$ cat config.mk
export PLATFORM = sky130hd
export DESIGN_NAME = mem_port_arbiter
export DESIGN_NICKNAME = d
export VERILOG_FILES = /design/src/rtl/mem_port_arbiter_pkg.sv /design/src/rtl/mem_port_arbiter_rr_arbiter2.sv /design/src/rtl/mem_port_arbiter.sv
export SDC_FILE = /design/constraint.sdc
export NUM_CORES = 1
export LEC_CHECK = 0
export CELL_PAD_IN_SITES_DETAIL_PLACEMENT = 0
export CELL_PAD_IN_SITES_GLOBAL_PLACEMENT = 1
export CORE_MARGIN = 2
export CORE_UTILIZATION = 32
export CTS_CLUSTER_SIZE = 12
export DETAILED_ROUTE_END_ITERATION = 10
export GPL_TIMING_DRIVEN = 0
export HOLD_SLACK_MARGIN = 0.06
export PLACE_DENSITY_LB_ADDON = 0.25
export SLEW_MARGIN = 20
export SYNTH_ARGS = -nofsm -noshare
export SYNTH_HDL_FRONTEND = slang
export SYNTH_SLANG_ARGS = --single-unit
$ cat constraint.sdc
create_clock -name clk -period 2.04 [get_ports clk]
set_clock_uncertainty 0.15 [all_clocks]
set_input_delay 0.408 -clock clk [delete_from_list [all_inputs] [get_ports clk]]
set_output_delay 0.408 -clock clk [all_outputs]
set_load 0.01 [all_outputs]
$ cat src/rtl/mem_port_arbiter_pkg.sv
// Shared constants for the instruction/data memory port arbiter.
package mem_port_arbiter_pkg;

  localparam int WORD_LEN_DEF = 32;
  localparam int ADDR_LEN_DEF = 32;

  // Transaction sequencing states.
  localparam logic [1:0] ST_IDLE  = 2'd0;
  localparam logic [1:0] ST_ISSUE = 2'd1;
  localparam logic [1:0] ST_WAIT  = 2'd2;
  localparam logic [1:0] ST_RESP  = 2'd3;

  // Port identity, used both for the transaction owner and the last grant.
  localparam logic OWNER_I = 1'b0;
  localparam logic OWNER_D = 1'b1;

endpackage

$ cat src/rtl/mem_port_arbiter_rr_arbiter2.sv
// Two-way round-robin arbiter; the last-grant history lives in the parent.
module rr_arbiter2
  import mem_port_arbiter_pkg::*;
(
  input  logic       req_i,
  input  logic       req_d,
  input  logic       last_grant,
  output logic [1:0] gnt          // bit 0 = instruction port, bit 1 = data port
);

  // Single requester wins outright; on conflict the port not granted last wins.
  always_comb begin
    gnt = 2'b00;
    if (req_i && req_d) begin
      gnt = (last_grant == OWNER_D) ? 2'b01 : 2'b10;
    end else if (req_i) begin
      gnt = 2'b01;
    end else if (req_d) begin
      gnt = 2'b10;
    end
  end

endmodule

$ cat src/rtl/mem_port_arbiter.sv
// Shares one single-port memory between the fetch port and the data port,
// one transaction at a time: grant, issue, wait for data, respond.
module mem_port_arbiter
  import mem_port_arbiter_pkg::*;
#(
  parameter int WORD_LEN = WORD_LEN_DEF,
  parameter int ADDR_LEN = ADDR_LEN_DEF
) (
  input  logic                clk,
  input  logic                rst_n,
  input  logic                i_req,
  input  logic [ADDR_LEN-1:0] i_addr,
  output logic                i_ready,
  output logic                i_rvalid,
  output logic [WORD_LEN-1:0] i_rdata,
  input  logic                d_req,
  input  logic [ADDR_LEN-1:0] d_addr,
  input  logic                d_wen,
  input  logic [WORD_LEN-1:0] d_wdata,
  output logic                d_ready,
  output logic                d_rvalid,
  output logic [WORD_LEN-1:0] d_rdata,
  output logic                mem_req,
  output logic [ADDR_LEN-1:0] mem_addr,
  output logic                mem_wen,
  output logic [WORD_LEN-1:0] mem_wdata,
  input  logic                mem_ready,
  input  logic                mem_rvalid,
  input  logic [WORD_LEN-1:0] mem_rdata,
  output logic                busy
);

  logic [1:0]          state_q, state_d;
  logic                last_grant_q, last_grant_d;
  logic                owner_q, owner_d;
  logic                wen_q, wen_d;
  logic [ADDR_LEN-1:0] addr_q, addr_d;
  logic [WORD_LEN-1:0] wdata_q, wdata_d;
  logic [WORD_LEN-1:0] i_rdata_q, i_rdata_d;
  logic [WORD_LEN-1:0] d_rdata_q, d_rdata_d;
  logic [1:0]          gnt;
  logic                idle;

  assign idle = (state_q == ST_IDLE);

  // Requests are only eligible while idle, so readys are zero in every other state.
  rr_arbiter2 u_arb (
    .req_i      (i_req & idle),
    .req_d      (d_req & idle),
    .last_grant (last_grant_q),
    .gnt        (gnt)
  );

  // Next-state and datapath capture for one transaction at a time.
  always_comb begin
    state_d      = state_q;
    last_grant_d = last_grant_q;
    owner_d      = owner_q;
    wen_d        = wen_q;
    addr_d       = addr_q;
    wdata_d      = wdata_q;
    i_rdata_d    = i_rdata_q;
    d_rdata_d    = d_rdata_q;
    case (state_q)
      ST_IDLE: begin
        if (|gnt) begin
          state_d      = ST_ISSUE;
          owner_d      = gnt[1] ? OWNER_D : OWNER_I;
          last_grant_d = owner_d;
          addr_d       = gnt[1] ? d_addr : i_addr;
          wen_d        = gnt[1] & d_wen;
          // Fetches carry no write data, so the bus keeps its last value.
          if (gnt[1]) begin
            wdata_d = d_wdata;
          end
        end
      end
      ST_ISSUE: begin
        if (mem_ready) begin
          state_d = ST_WAIT;
        end
      end
      ST_WAIT: begin
        if (mem_rvalid) begin
          state_d = ST_RESP;
          if (owner_q == OWNER_I) begin
            i_rdata_d = mem_rdata;
          end else if (!wen_q) begin
            // A write ack carries no load data; d_rdata keeps its last value.
            d_rdata_d = mem_rdata;
          end
        end
      end
      default: begin
        state_d = ST_IDLE;
      end
    endcase
  end

  // State and captured fields; reset aborts any transaction in flight.
  always_ff @(posedge clk or negedge rst_n) begin
    if (!rst_n) begin
      state_q      <= ST_IDLE;
      last_grant_q <= OWNER_D;
      owner_q      <= OWNER_I;
      wen_q        <= 1'b0;
      addr_q       <= '0;
      wdata_q      <= '0;
      i_rdata_q    <= '0;
      d_rdata_q    <= '0;
    end else begin
      state_q      <= state_d;
      last_grant_q <= last_grant_d;
      owner_q      <= owner_d;
      wen_q        <= wen_d;
      addr_q       <= addr_d;
      wdata_q      <= wdata_d;
      i_rdata_q    <= i_rdata_d;
      d_rdata_q    <= d_rdata_d;
    end
  end

  assign i_ready   = gnt[0];
  assign d_ready   = gnt[1];
  assign mem_req   = (state_q == ST_ISSUE);
  assign mem_wen   = mem_req & wen_q;
  assign mem_addr  = addr_q;
  assign mem_wdata = wdata_q;
  assign i_rvalid  = (state_q == ST_RESP) && (owner_q == OWNER_I);
  assign d_rvalid  = (state_q == ST_RESP) && (owner_q == OWNER_D);
  assign i_rdata   = i_rdata_q;
  assign d_rdata   = d_rdata_q;
  assign busy      = !idle;

endmodule

Fig. 1: run 1, close-up of the layout
Window x 49 to 89, y 49 to 89 um. Cells in gray, sequential cells in the stronger gray; small squares are vias.
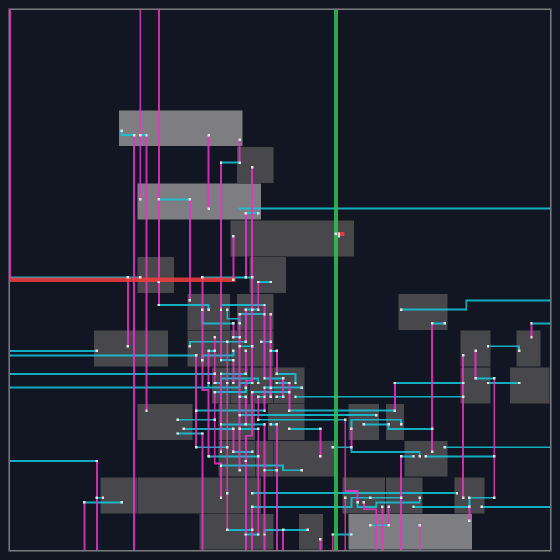
color	layer
red	metal 3
green	metal 4
cyan	metal 1
magenta	metal 2
most frequent	buf_4 (6), dfrtp_1 (3)
netlist names of flops here include	state_q (2), owner_q (1)
sequential cells in the window	3
cells with their middle in the window	37

Fig. 2: run 1, I/O pins on the die edge
Scale: 3 px per um. Pins as bars across the die edge, other pins in gray.
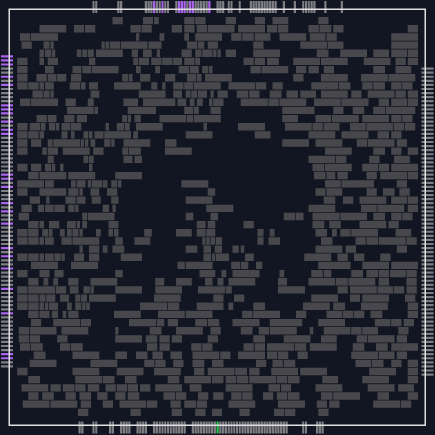
color	port	pins	direction	edge
green	mem_ready	1	input	bottom
purple	d_addr	32	input	24 left, 8 top
die x size: 138.2 um
Die Ht: 138.2 um

Fig. 3: run 1, cell placement
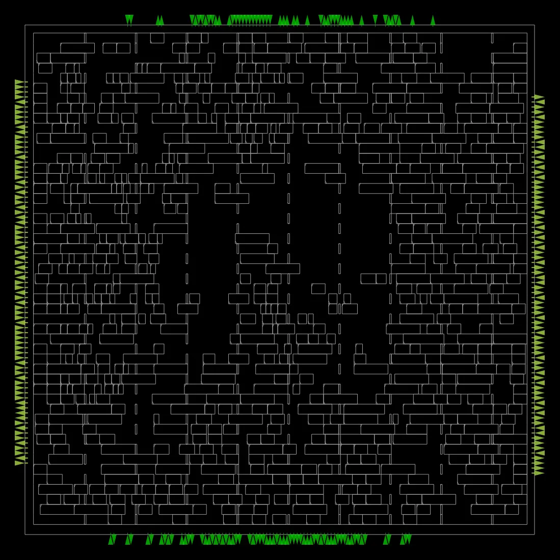
flop share of the area: 34.85%
seq_cells: 133
Core Util, Final: 53.55%
fill cell count: 1483
# Taps: 229

==> changes_impl.md, run 1 <==
### Metrics

* Outcome: finished, violations left
* Failing checks: setup timing
* Fmax at 465.6 MHz
* XOR Share, Synth at 0%
* Max Cap Viol at 0
* Crit end category: output port
* Final Max Slew Viols at 0
* Max-area cell class: flip-flops and latches
* Clk latency late pin at 0.40 ns
* Final worst slack at -0.1076 ns
* Grt peak-use layer: met2
* Met3 global-route usage at 5.958%
* Nets at 865
* Placed insts at 928
* Top logic family: multiplexers
* Leakage at 0.003981 uW
* Critical Path End: i_ready
* Post-synth top area cell: dfrtp_1
* CTS Hold Bufs at 1
* Clk sink count at 133
* Layout area overhead at 65.80%
* Setup-failing EPs final at 2
* Synth Net Count at 568
* Vias per cell at 4.916
* Area reported by Yosys stat at 5762 sq um
* Worst Hold Slack at 0.3540 ns
* Slew @ Worst Pin at 0.5163 ns
* Post-CTS setup buffer count at 9
* Met2 Track Usage GR at 29.96%
* Post-synth EDFFs at 0
* Post-Syn Area at 5762 sq um
* Final count of hold timing violations at 0
* Final TNS setup at -0.2099 ns
* Instance count on the critical path at 4
* Ys flops at 133
* Type of the worst min-delay path: reg2reg
* Crit path time final at 2.148 ns
* Most frequent cell after synthesis: dfrtp_1
* Met1 usage at 22.69%
* Aoi share at 12.42%
* P per Cell Area at 1607 nW/um^2
* GRT Residual Overflow at 0
* Data required time of the worst path at 1.48 ns
* Biggest consumer: combinational logic
* P_sw at 4844 uW
* Max incr delay on CP at 0.52 ns
* Comb pwr at 7230 uW
* Buffer share of cell area at 31.76%
* Max-slew headroom at 65.54%
* Comb_multi_in at 253
## Run 2: what changed since run 1
--- a/config.mk
+++ b/config.mk
@@ -5,6 +5,7 @@
 export SDC_FILE = /design/constraint.sdc
 export NUM_CORES = 1
 export LEC_CHECK = 0
+export CAP_MARGIN = 20
 export CELL_PAD_IN_SITES_DETAIL_PLACEMENT = 0
 export CELL_PAD_IN_SITES_GLOBAL_PLACEMENT = 1
 export CORE_MARGIN = 2
@@ -18,3 +19,4 @@
 export SYNTH_ARGS = -nofsm -noshare
 export SYNTH_HDL_FRONTEND = slang
 export SYNTH_SLANG_ARGS = --single-unit
+export TNS_END_PERCENT = 100
Fig. 4: run 2, close-up of the layout
Window x 49 to 89, y 49 to 89 um. Cells in gray, sequential cells in the stronger gray; small squares are vias.
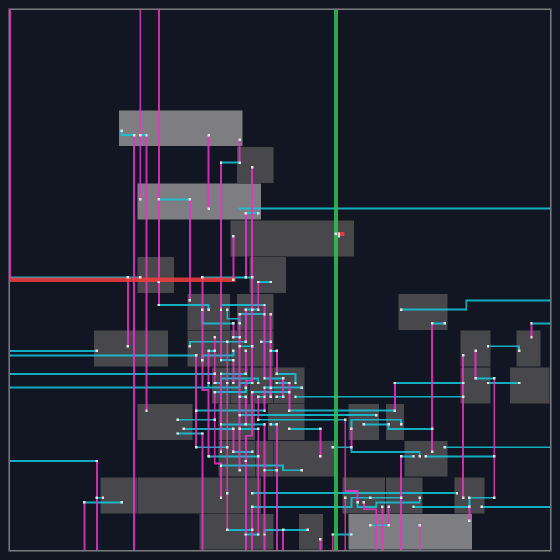
color	layer
green	metal 4
red	metal 3
cyan	metal 1
magenta	metal 2
netlist names of flops here include	state_q (2), owner_q (1)
sequential cells in the window	3
most frequent	buf_4 (6), dfrtp_1 (3)
cells with their middle in the window	37

==> changes_impl.md, run 2 <==
### Metrics

* Outcome: finished, violations left
* Failing checks: setup timing
* Seq_cells at 133
* Met2 Track Usage GR at 29.96%
* Clk latency late pin at 0.40 ns
* Worst Hold Slack at 0.3540 ns
* Comb_multi_in at 253
* Aoi share at 12.42%
* Clk sink count at 133
* Comb pwr at 7230 uW
* Final Max Slew Viols at 0
* Type of the worst min-delay path: reg2reg
* Biggest consumer: combinational logic
* Top logic family: multiplexers
* Setup-failing EPs final at 2
* Critical Path End: i_ready
* # Taps at 229
* GRT Residual Overflow at 0
* Post-synth top area cell: dfrtp_1
* Vias per cell at 4.916
* Flop share of the area at 34.85%
* Met1 usage at 22.69%
* Post-CTS setup buffer count at 9
* P_sw at 4844 uW
* Fill cell count at 1483
* Grt peak-use layer: met2
* Placed insts at 928
* Area reported by Yosys stat at 5762 sq um
* Slew @ Worst Pin at 0.5163 ns
* Max Cap Viol at 0
* Post-synth EDFFs at 0
* Final worst slack at -0.1076 ns
* Most frequent cell after synthesis: dfrtp_1
* Fmax at 465.6 MHz
* Final TNS setup at -0.2099 ns
* Nets at 865
* Max incr delay on CP at 0.52 ns
* Die x size at 138.2 um
Fig. 5: run 2, cell placement
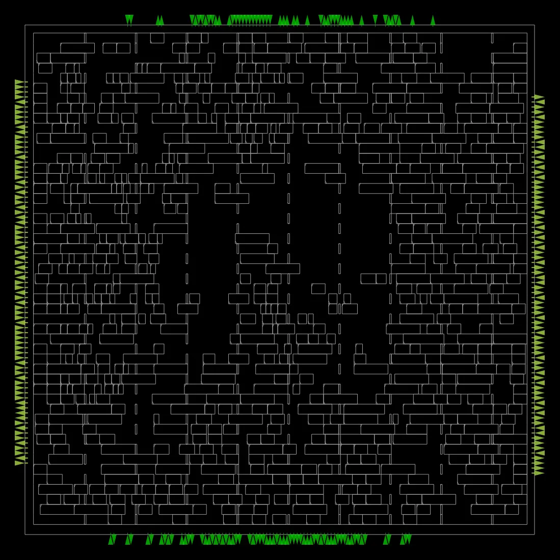
core area: 17840 sq um
Cell Count, Final, Fillers Out: 968
Rows: 49

## Run 3: what changed since run 2
--- a/config.mk
+++ b/config.mk
@@ -6,13 +6,12 @@
 export NUM_CORES = 1
 export LEC_CHECK = 0
 export CAP_MARGIN = 20
-export CELL_PAD_IN_SITES_DETAIL_PLACEMENT = 0
+export CELL_PAD_IN_SITES_DETAIL_PLACEMENT = 1
 export CELL_PAD_IN_SITES_GLOBAL_PLACEMENT = 1
 export CORE_MARGIN = 2
 export CORE_UTILIZATION = 32
 export CTS_CLUSTER_SIZE = 12
 export DETAILED_ROUTE_END_ITERATION = 10
-export GPL_TIMING_DRIVEN = 0
 export HOLD_SLACK_MARGIN = 0.06
 export PLACE_DENSITY_LB_ADDON = 0.25
 export SLEW_MARGIN = 20
Fig. 6: run 3, cell placement
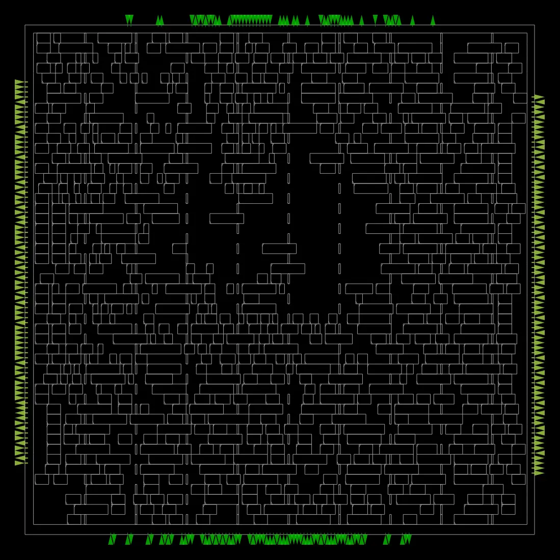
Core Util, Final: 52.76%
fill cell count: 1814
flop share of the area: 35.37%
Cell Count, Final, Fillers Out: 948

==> changes_impl.md, run 3 <==
### Metrics

* Outcome: completed
* Leakage at 0.003898 uW
* Post-CTS setup buffer count at 0
* P per Cell Area at 1596 nW/um^2
* Area reported by Yosys stat at 5762 sq um
* Critical Path End: d_ready
* Vias per cell at 5.001
* GRT Residual Overflow at 0
* Max Cap Viol at 0
* Placed insts at 916
* Met3 global-route usage at 5.230%
* Die x size at 138.2 um
* Residual DRC at 0
* Seq_cells at 133
* Max-slew headroom at 71.13%
* Post-synth EDFFs at 0
* Nets at 846
* Crit path time final at 1.983 ns
* Data required time of the worst path at 1.48 ns
* CP cell instances: inv_2, ha_4, nand2_2, nor2_8, buf_4
* Crit end category: output port
* Final Max Slew Viols at 0
* Final count of hold timing violations at 0
* Synth Net Count at 568
* DPL Wire Length at 13260 um
* Grt peak-use layer: met2
* Comb_multi_in at 253
* XOR Share, Synth at 0%
* Setup-failing EPs final at 0
* Max incr delay on CP at 0.39 ns
* Clk latency late pin at 0.41 ns
* Type of the worst min-delay path: in2async
* Final TNS setup at 0 ns
* Clk sink count at 133
* Fin crit share at 97.20%
* Ys flops at 133
* Instance count on the critical path at 5
* P_sw at 4865 uW
* Tool warnings at 31
* Layout area overhead at 63.37%
* CTS Hold Bufs at 1
* Biggest consumer: combinational logic
* Aoi share at 12.42%
* Die Ht at 138.2 um
* Post-synth top area cell: dfrtp_1
* Post-Syn Area at 5762 sq um
* Top logic family: multiplexers
* Met1 usage at 23.35%
Fig. 7: run 3, metal 2
Scale: 3 px per um. Cells faint in the background.
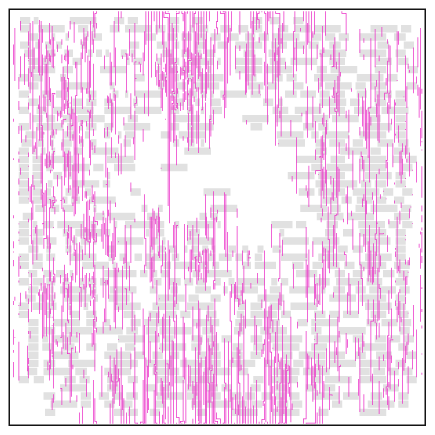
nets with wire on the layer	803
share of all routed wire	50%
wire length on this layer	9180 um
longest straight run	69.9 um
main direction	vertical
Total Wirelength: 18370 um
met2 Track Usage GR: 33.17%

Power and IR drop assume default switching activity.
